--- src/rtl/regfile_dump_unit_pkg.sv ---
// Shared types and sizing for the register-file dump unit.
// Widths match the integer register file of the core.
package regfile_dump_unit_pkg;

  localparam int unsigned XLEN           = 32;
  localparam int unsigned REG_ADDR_WIDTH = 5;
  localparam int unsigned NUM_ARCH_REGS  = 32;

  typedef enum logic [1:0] {
    DUMP_IDLE,
    DUMP_LOAD,
    DUMP_SEND,
    DUMP_DONE
  } dump_state_t;

endpackage

--- src/rtl/regfile_dump_unit_if.sv ---
// Valid/ready stream of {index, data} beats from the dump unit to the trace bridge.
interface regfile_dump_unit_if;
  import regfile_dump_unit_pkg::*;

  logic                      out_valid;
  logic                      out_ready;
  logic [REG_ADDR_WIDTH-1:0] out_idx;
  logic [XLEN-1:0]           out_data;

  modport master (
    output out_valid,
    output out_idx,
    output out_data,
    input  out_ready
  );

  modport slave (
    input  out_valid,
    input  out_idx,
    input  out_data,
    output out_ready
  );

endinterface

--- src/rtl/regfile_dump_unit.sv ---
// Walks the register file through a dedicated read port and streams each value out,
// accumulating an XOR signature of every accepted beat.
module regfile_dump_unit
  import regfile_dump_unit_pkg::*;
#(
  parameter int unsigned NUM_REGS = NUM_ARCH_REGS,
  parameter bit          SKIP_X0  = 1'b1
) (
  input  logic                      clk,
  input  logic                      rst,
  input  logic                      start,
  input  logic                      abort,
  output logic [REG_ADDR_WIDTH-1:0] rf_rd_addr,
  input  logic [XLEN-1:0]           rf_rd_data,
  regfile_dump_unit_if.master       out_if,
  output logic                      busy,
  output logic                      done,
  output logic [XLEN-1:0]           signature
);

  localparam logic [REG_ADDR_WIDTH-1:0] FIRST = REG_ADDR_WIDTH'(SKIP_X0);
  localparam logic [REG_ADDR_WIDTH-1:0] LAST  = REG_ADDR_WIDTH'(NUM_REGS - 1);

  dump_state_t               r_state;
  logic [REG_ADDR_WIDTH-1:0] r_idx;
  logic [REG_ADDR_WIDTH-1:0] r_out_idx;
  logic [XLEN-1:0]           r_out_data;
  logic [XLEN-1:0]           r_sig;
  logic                      r_out_valid;
  logic                      r_busy;
  logic                      r_done;
  logic                      w_last;

  // Compare before increment so the index never wraps past LAST.
  assign w_last = (r_idx == LAST);

  always_ff @(posedge clk or posedge rst) begin
    if (rst) begin
      r_state     <= DUMP_IDLE;
      r_idx       <= '0;
      r_out_idx   <= '0;
      r_out_data  <= '0;
      r_sig       <= '0;
      r_out_valid <= 1'b0;
      r_busy      <= 1'b0;
      r_done      <= 1'b0;
    end else if (abort) begin
      // Also blocks a start arriving in the same cycle while idle.
      r_state     <= DUMP_IDLE;
      r_out_valid <= 1'b0;
      r_busy      <= 1'b0;
      r_done      <= 1'b0;
    end else begin
      unique case (r_state)
        DUMP_IDLE: begin
          if (start) begin
            r_state <= DUMP_LOAD;
            r_idx   <= FIRST;
            r_sig   <= '0;
            r_busy  <= 1'b1;
          end
        end
        DUMP_LOAD: begin
          r_out_data  <= rf_rd_data;
          r_out_idx   <= r_idx;
          r_out_valid <= 1'b1;
          r_state     <= DUMP_SEND;
        end
        DUMP_SEND: begin
          if (out_if.out_ready) begin
            r_sig       <= r_sig ^ r_out_data;
            r_out_valid <= 1'b0;
            if (w_last) begin
              r_state <= DUMP_DONE;
              r_done  <= 1'b1;
            end else begin
              r_idx   <= r_idx + REG_ADDR_WIDTH'(1);
              r_state <= DUMP_LOAD;
            end
          end
        end
        DUMP_DONE: begin
          r_done  <= 1'b0;
          r_busy  <= 1'b0;
          r_state <= DUMP_IDLE;
        end
        default: r_state <= DUMP_IDLE;
      endcase
    end
  end

  assign rf_rd_addr       = r_idx;
  assign out_if.out_valid = r_out_valid;
  assign out_if.out_idx   = r_out_idx;
  assign out_if.out_data  = r_out_data;
  assign busy             = r_busy;
  assign done             = r_done;
  assign signature        = r_sig;

endmodule

--- src/flat_wrapper.sv ---
// flat-port wrapper written by rule: the top's interface ports become plain ports
module regfile_dump_unit_flat import regfile_dump_unit_pkg::*;
#(
  parameter int unsigned NUM_REGS = NUM_ARCH_REGS,
  parameter bit          SKIP_X0  = 1'b1
)
  (clk, rst, start, abort, rf_rd_addr, rf_rd_data, busy, done, signature, out_if_out_valid, out_if_out_idx, out_if_out_data, out_if_out_ready);
  regfile_dump_unit_if out_if_i ();
  input  logic clk;
  input  logic rst;
  input  logic start;
  input  logic abort;
  output logic [REG_ADDR_WIDTH-1:0] rf_rd_addr;
  input  logic [XLEN-1:0] rf_rd_data;
  output logic busy;
  output logic done;
  output logic [XLEN-1:0] signature;
  output wire logic [$bits(out_if_i.out_valid)-1:0] out_if_out_valid;
  output wire logic [$bits(out_if_i.out_idx)-1:0] out_if_out_idx;
  output wire logic [$bits(out_if_i.out_data)-1:0] out_if_out_data;
  input wire logic [$bits(out_if_i.out_ready)-1:0] out_if_out_ready;
  assign out_if_out_valid = out_if_i.out_valid;
  assign out_if_out_idx = out_if_i.out_idx;
  assign out_if_out_data = out_if_i.out_data;
  assign out_if_i.out_ready = out_if_out_ready;
  regfile_dump_unit #(.NUM_REGS(NUM_REGS), .SKIP_X0(SKIP_X0)) u_core (.clk(clk), .rst(rst), .start(start), .abort(abort), .rf_rd_addr(rf_rd_addr), .rf_rd_data(rf_rd_data), .out_if(out_if_i), .busy(busy), .done(done), .signature(signature));
endmodule
--- config.mk ---
export PLATFORM = sky130hd
export DESIGN_NAME = regfile_dump_unit_flat
export DESIGN_NICKNAME = d
export VERILOG_FILES = /design/src/rtl/regfile_dump_unit_pkg.sv /design/src/rtl/regfile_dump_unit_if.sv /design/src/rtl/regfile_dump_unit.sv /design/src/flat_wrapper.sv
export SDC_FILE = /design/constraint.sdc
export NUM_CORES = 1
export LEC_CHECK = 0
export CAP_MARGIN = 20
export CORE_UTILIZATION = 28
export DETAILED_ROUTE_END_ITERATION = 10
export PLACE_DENSITY = 0.63
export SLEW_MARGIN = 20
export SYNTH_ARGS = -nofsm -noshare
export SYNTH_HDL_FRONTEND = slang
export SYNTH_SLANG_ARGS = --single-unit
--- constraint.sdc ---
create_clock -name clk -period 4.73 [get_ports clk]
set_input_delay 0.473 -clock clk [delete_from_list [all_inputs] [get_ports clk]]
set_output_delay 0.473 -clock clk [all_outputs]
set_load 0.01 [all_outputs]
Fig. 1: clock distribution
Scale: 4 px per µm.
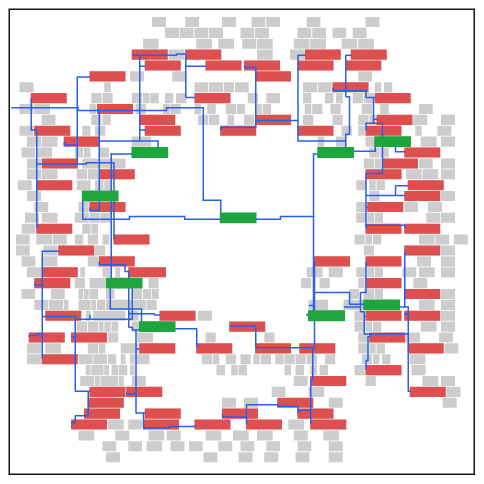
Key: clock wires = blue [length 1070 µm]; flip-flops = red [count 79]; cells driving clock nets = green [count 9]
There are 10 routed clock nets. Position of the flops: spread over the die.
setup clock skew after layout: 0.003978 ns
clock network power: 0.000711 W
part of the power in the clock network: 0.335
clock latency reported for the late side of the worst-skew pair: 0.33 ns

Fig. 2: placement density heat map
Scale: 2 px per µm. The die is cut into 12 by 12 equal tiles; white is low, dark blue is high, 0 to 100% covered.
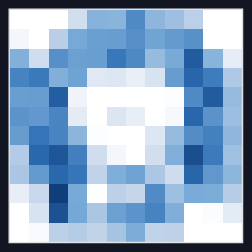
8.3% of the tiles are over 75% full. The densest ninth of the die: middle left. The mean over all tiles is 37%. The fullest tile reaches 94%. The emptiest ninth of the die: centre. 19% of the tiles are nearly empty.
share of the core filled with cells: 0.4146
core utilization before placement: 0.2877
Core Footprint: 12620 µm²

Fig. 3: PDN straps and rails
Scale: 4 px per µm. Pins as bars on the die edge.
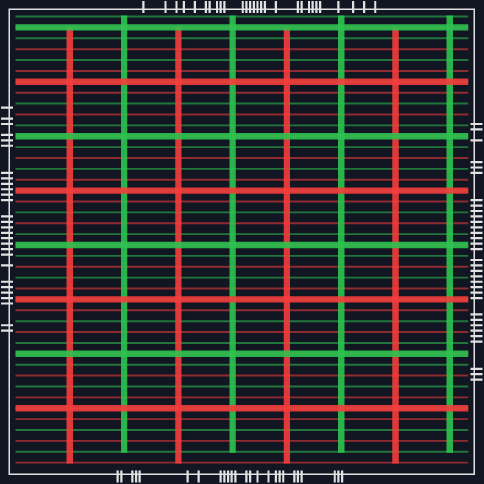
Key: VDD = green; VSS = red
42 met1 rails follow the rows. The core has 41 rows. 8 straps on met5. 114 signal pins sit on the boundary.
width of the chip: 115.9 µm
chip height: 115.9 µm
Worst VDD drop: 0.1939 mV

==> impl_table.tex <==
% Auto-generated results table
\begin{tabular}{lr}
\hline
Metric & Value \\
\hline
\multicolumn{2}{l}{\textbf{Yosys}} \\
Post-synthesis average cell area & between 10 and 15 µm² \\
Floorplan Nets & 347 \\
\#FFs+latches synth & roughly 79 \\
Cell area after synthesis & 3631 µm² \\
Share of the synthesized area in the top cell type & 0.5445 \\
Post-synth seq share & 0.5445 \\
Post-synth tally of flip-flops with integrated enable & 0 \\
Distinct cell type count of the synthesized netlist & 31 \\
Synth top cell by count & sky130\_fd\_sc\_hd\_\_dfrtp\_1 \\
Cell types with the largest area share after synthesis & sky130\_fd\_sc\_hd\_\_dfrtp\_1 54\%, sky130\_fd\_sc\_hd\_\_mux2\_2 11\%, sky130\_fd\_sc\_hd\_\_nor3b\_1 7.0\% \\
\multicolumn{2}{l}{\textbf{Clock tree}} \\
Clock tree from TritonCTS & done \\
TritonCTS buffer count & 9 \\
Cell chosen for the clock root & sky130\_fd\_sc\_hd\_\_clkbuf\_16 \\
Number of buffers added for setup after CTS & 0 \\
Clock edge transition at the registers on the reported setup and hold paths & roughly 0.060 ns \\
H-tree level count & 3 \\
\multicolumn{2}{l}{\textbf{Setup path}} \\
Termination of the worst setup path & u\_core.out\_if.out\_data[16] \\
Critical path launch point type & flip-flop \\
R2r startpoint & u\_core.r\_state[1] \\
Family with the most delay on the worst path & simple AND/OR/NAND/NOR gates \\
Slowest-stage cell, CP & sky130\_fd\_sc\_hd\_\_nor2\_4 \\
Crit-path max cell delay & around 0.83 ns \\
\multicolumn{2}{l}{\textbf{Place}} \\
Half-perimeter wire length of the detailed placement result & 5567 µm \\
Worst setup slack after placement & 1.722 ns \\
Final GP Congestion & roughly 0.69 \\
IO buf count & approximately 110 \\
Post-detailed-placement cell area & a little under 5000 µm² \\
Number of placed cells counting well taps & 574 \\
\multicolumn{2}{l}{\textbf{Detailed routing}} \\
Number of iterations in the first detailed-routing pass & 4 \\
Count of unresolved DRC violations after routing & 0 \\
Initial DRC Count & just under 100 \\
Highest metal used & met4 \\
Drt total wl & 8423 µm \\
Routed met2 length & 4019 µm \\
\multicolumn{2}{l}{\textbf{Pwr}} \\
Power Dens Cells & between 400 and 500 nW/µm² \\
Internal power & 0.001550 W \\
Top contributor to total power & registers \\
Reg power frac & 0.421 \\
\multicolumn{2}{l}{\textbf{GRT}} \\
Maximum number of pins on one net before global-route repair & around 43 \\
First-pass GRT wire length & 13810 µm \\
Most used routing layer in global routing & met2 \\
Tot GR Track Use & 0.1320 \\
Antenna violations before repair & 0 \\
Met3 Resource Use GR & 0.03975 \\
\multicolumn{2}{l}{\textbf{Timing}} \\
Setup-failing EPs final & 0 \\
Final Hold Fails & 0 \\
Maximum clock frequency & around 0.42 GHz \\
Unrepaired setup endpoints after global routing & false \\
Worst Tran Pin Value & roughly 1.1 ns \\
Post-layout worst setup margin & approximately 2.4 ns \\
Share of the cycle needed by the critical path after routing & 0.5004 \\
Worst-case hold slack & roughly 0.51 ns \\
\multicolumn{2}{l}{\textbf{Run}} \\
Max-cap check violation count & 0 \\
Number of logged tool warnings & 26 \\
\multicolumn{2}{l}{\textbf{Layout}} \\
Final Non-Filler Cells & a little under 600 \\
Antenna Diode Count & 0 \\
Post-route cell area & $\sim$5200 µm² \\
Fraction of layout cells with a size suffix above 1 & 0.1456 \\
\multicolumn{2}{l}{\textbf{Worst hold path}} \\
End point of the worst hold path & u\_core.out\_if.out\_idx[2] \\
Worst min-delay path category & reg2reg \\
Start point of the worst hold path & u\_core.out\_if.out\_idx[2] \\
\multicolumn{2}{l}{\textbf{Status}} \\
Status & finished, final reports clean \\
\hline
\end{tabular}
==> cell type report <==
cell class	instances	area (µm²)
Multi-Input combinational cell	202	1531
Timing Repair Buffer	116	1174
Inverter	6	23.77
Clock buffer	13	270.3
Sequential cell	79	1978
Tap cell	172	215.2
Fill cell	1253	7387
Clock inverter	3	40.04
==> logic make-up (layout without fill, tap and decap cells) <==
| family | after synthesis | in the layout | synth area share |
|---|---|---|---|
| adder cells (fa/ha/maj) | 2 | 2 | 0.006891 |
| multiplexers | 41 | 41 | 0.1258 |
| AND-OR/OR-AND | 74 | 74 | 0.1306 |
| AND/OR/NAND/NOR | 85 | 85 | 0.1537 |
| flip-flops | 79 | 79 | 0.5445 |
| buffers and inverters | 27 | 138 | 0.03859 |
No activity file was given, so power comes from the tool's default toggle rates.
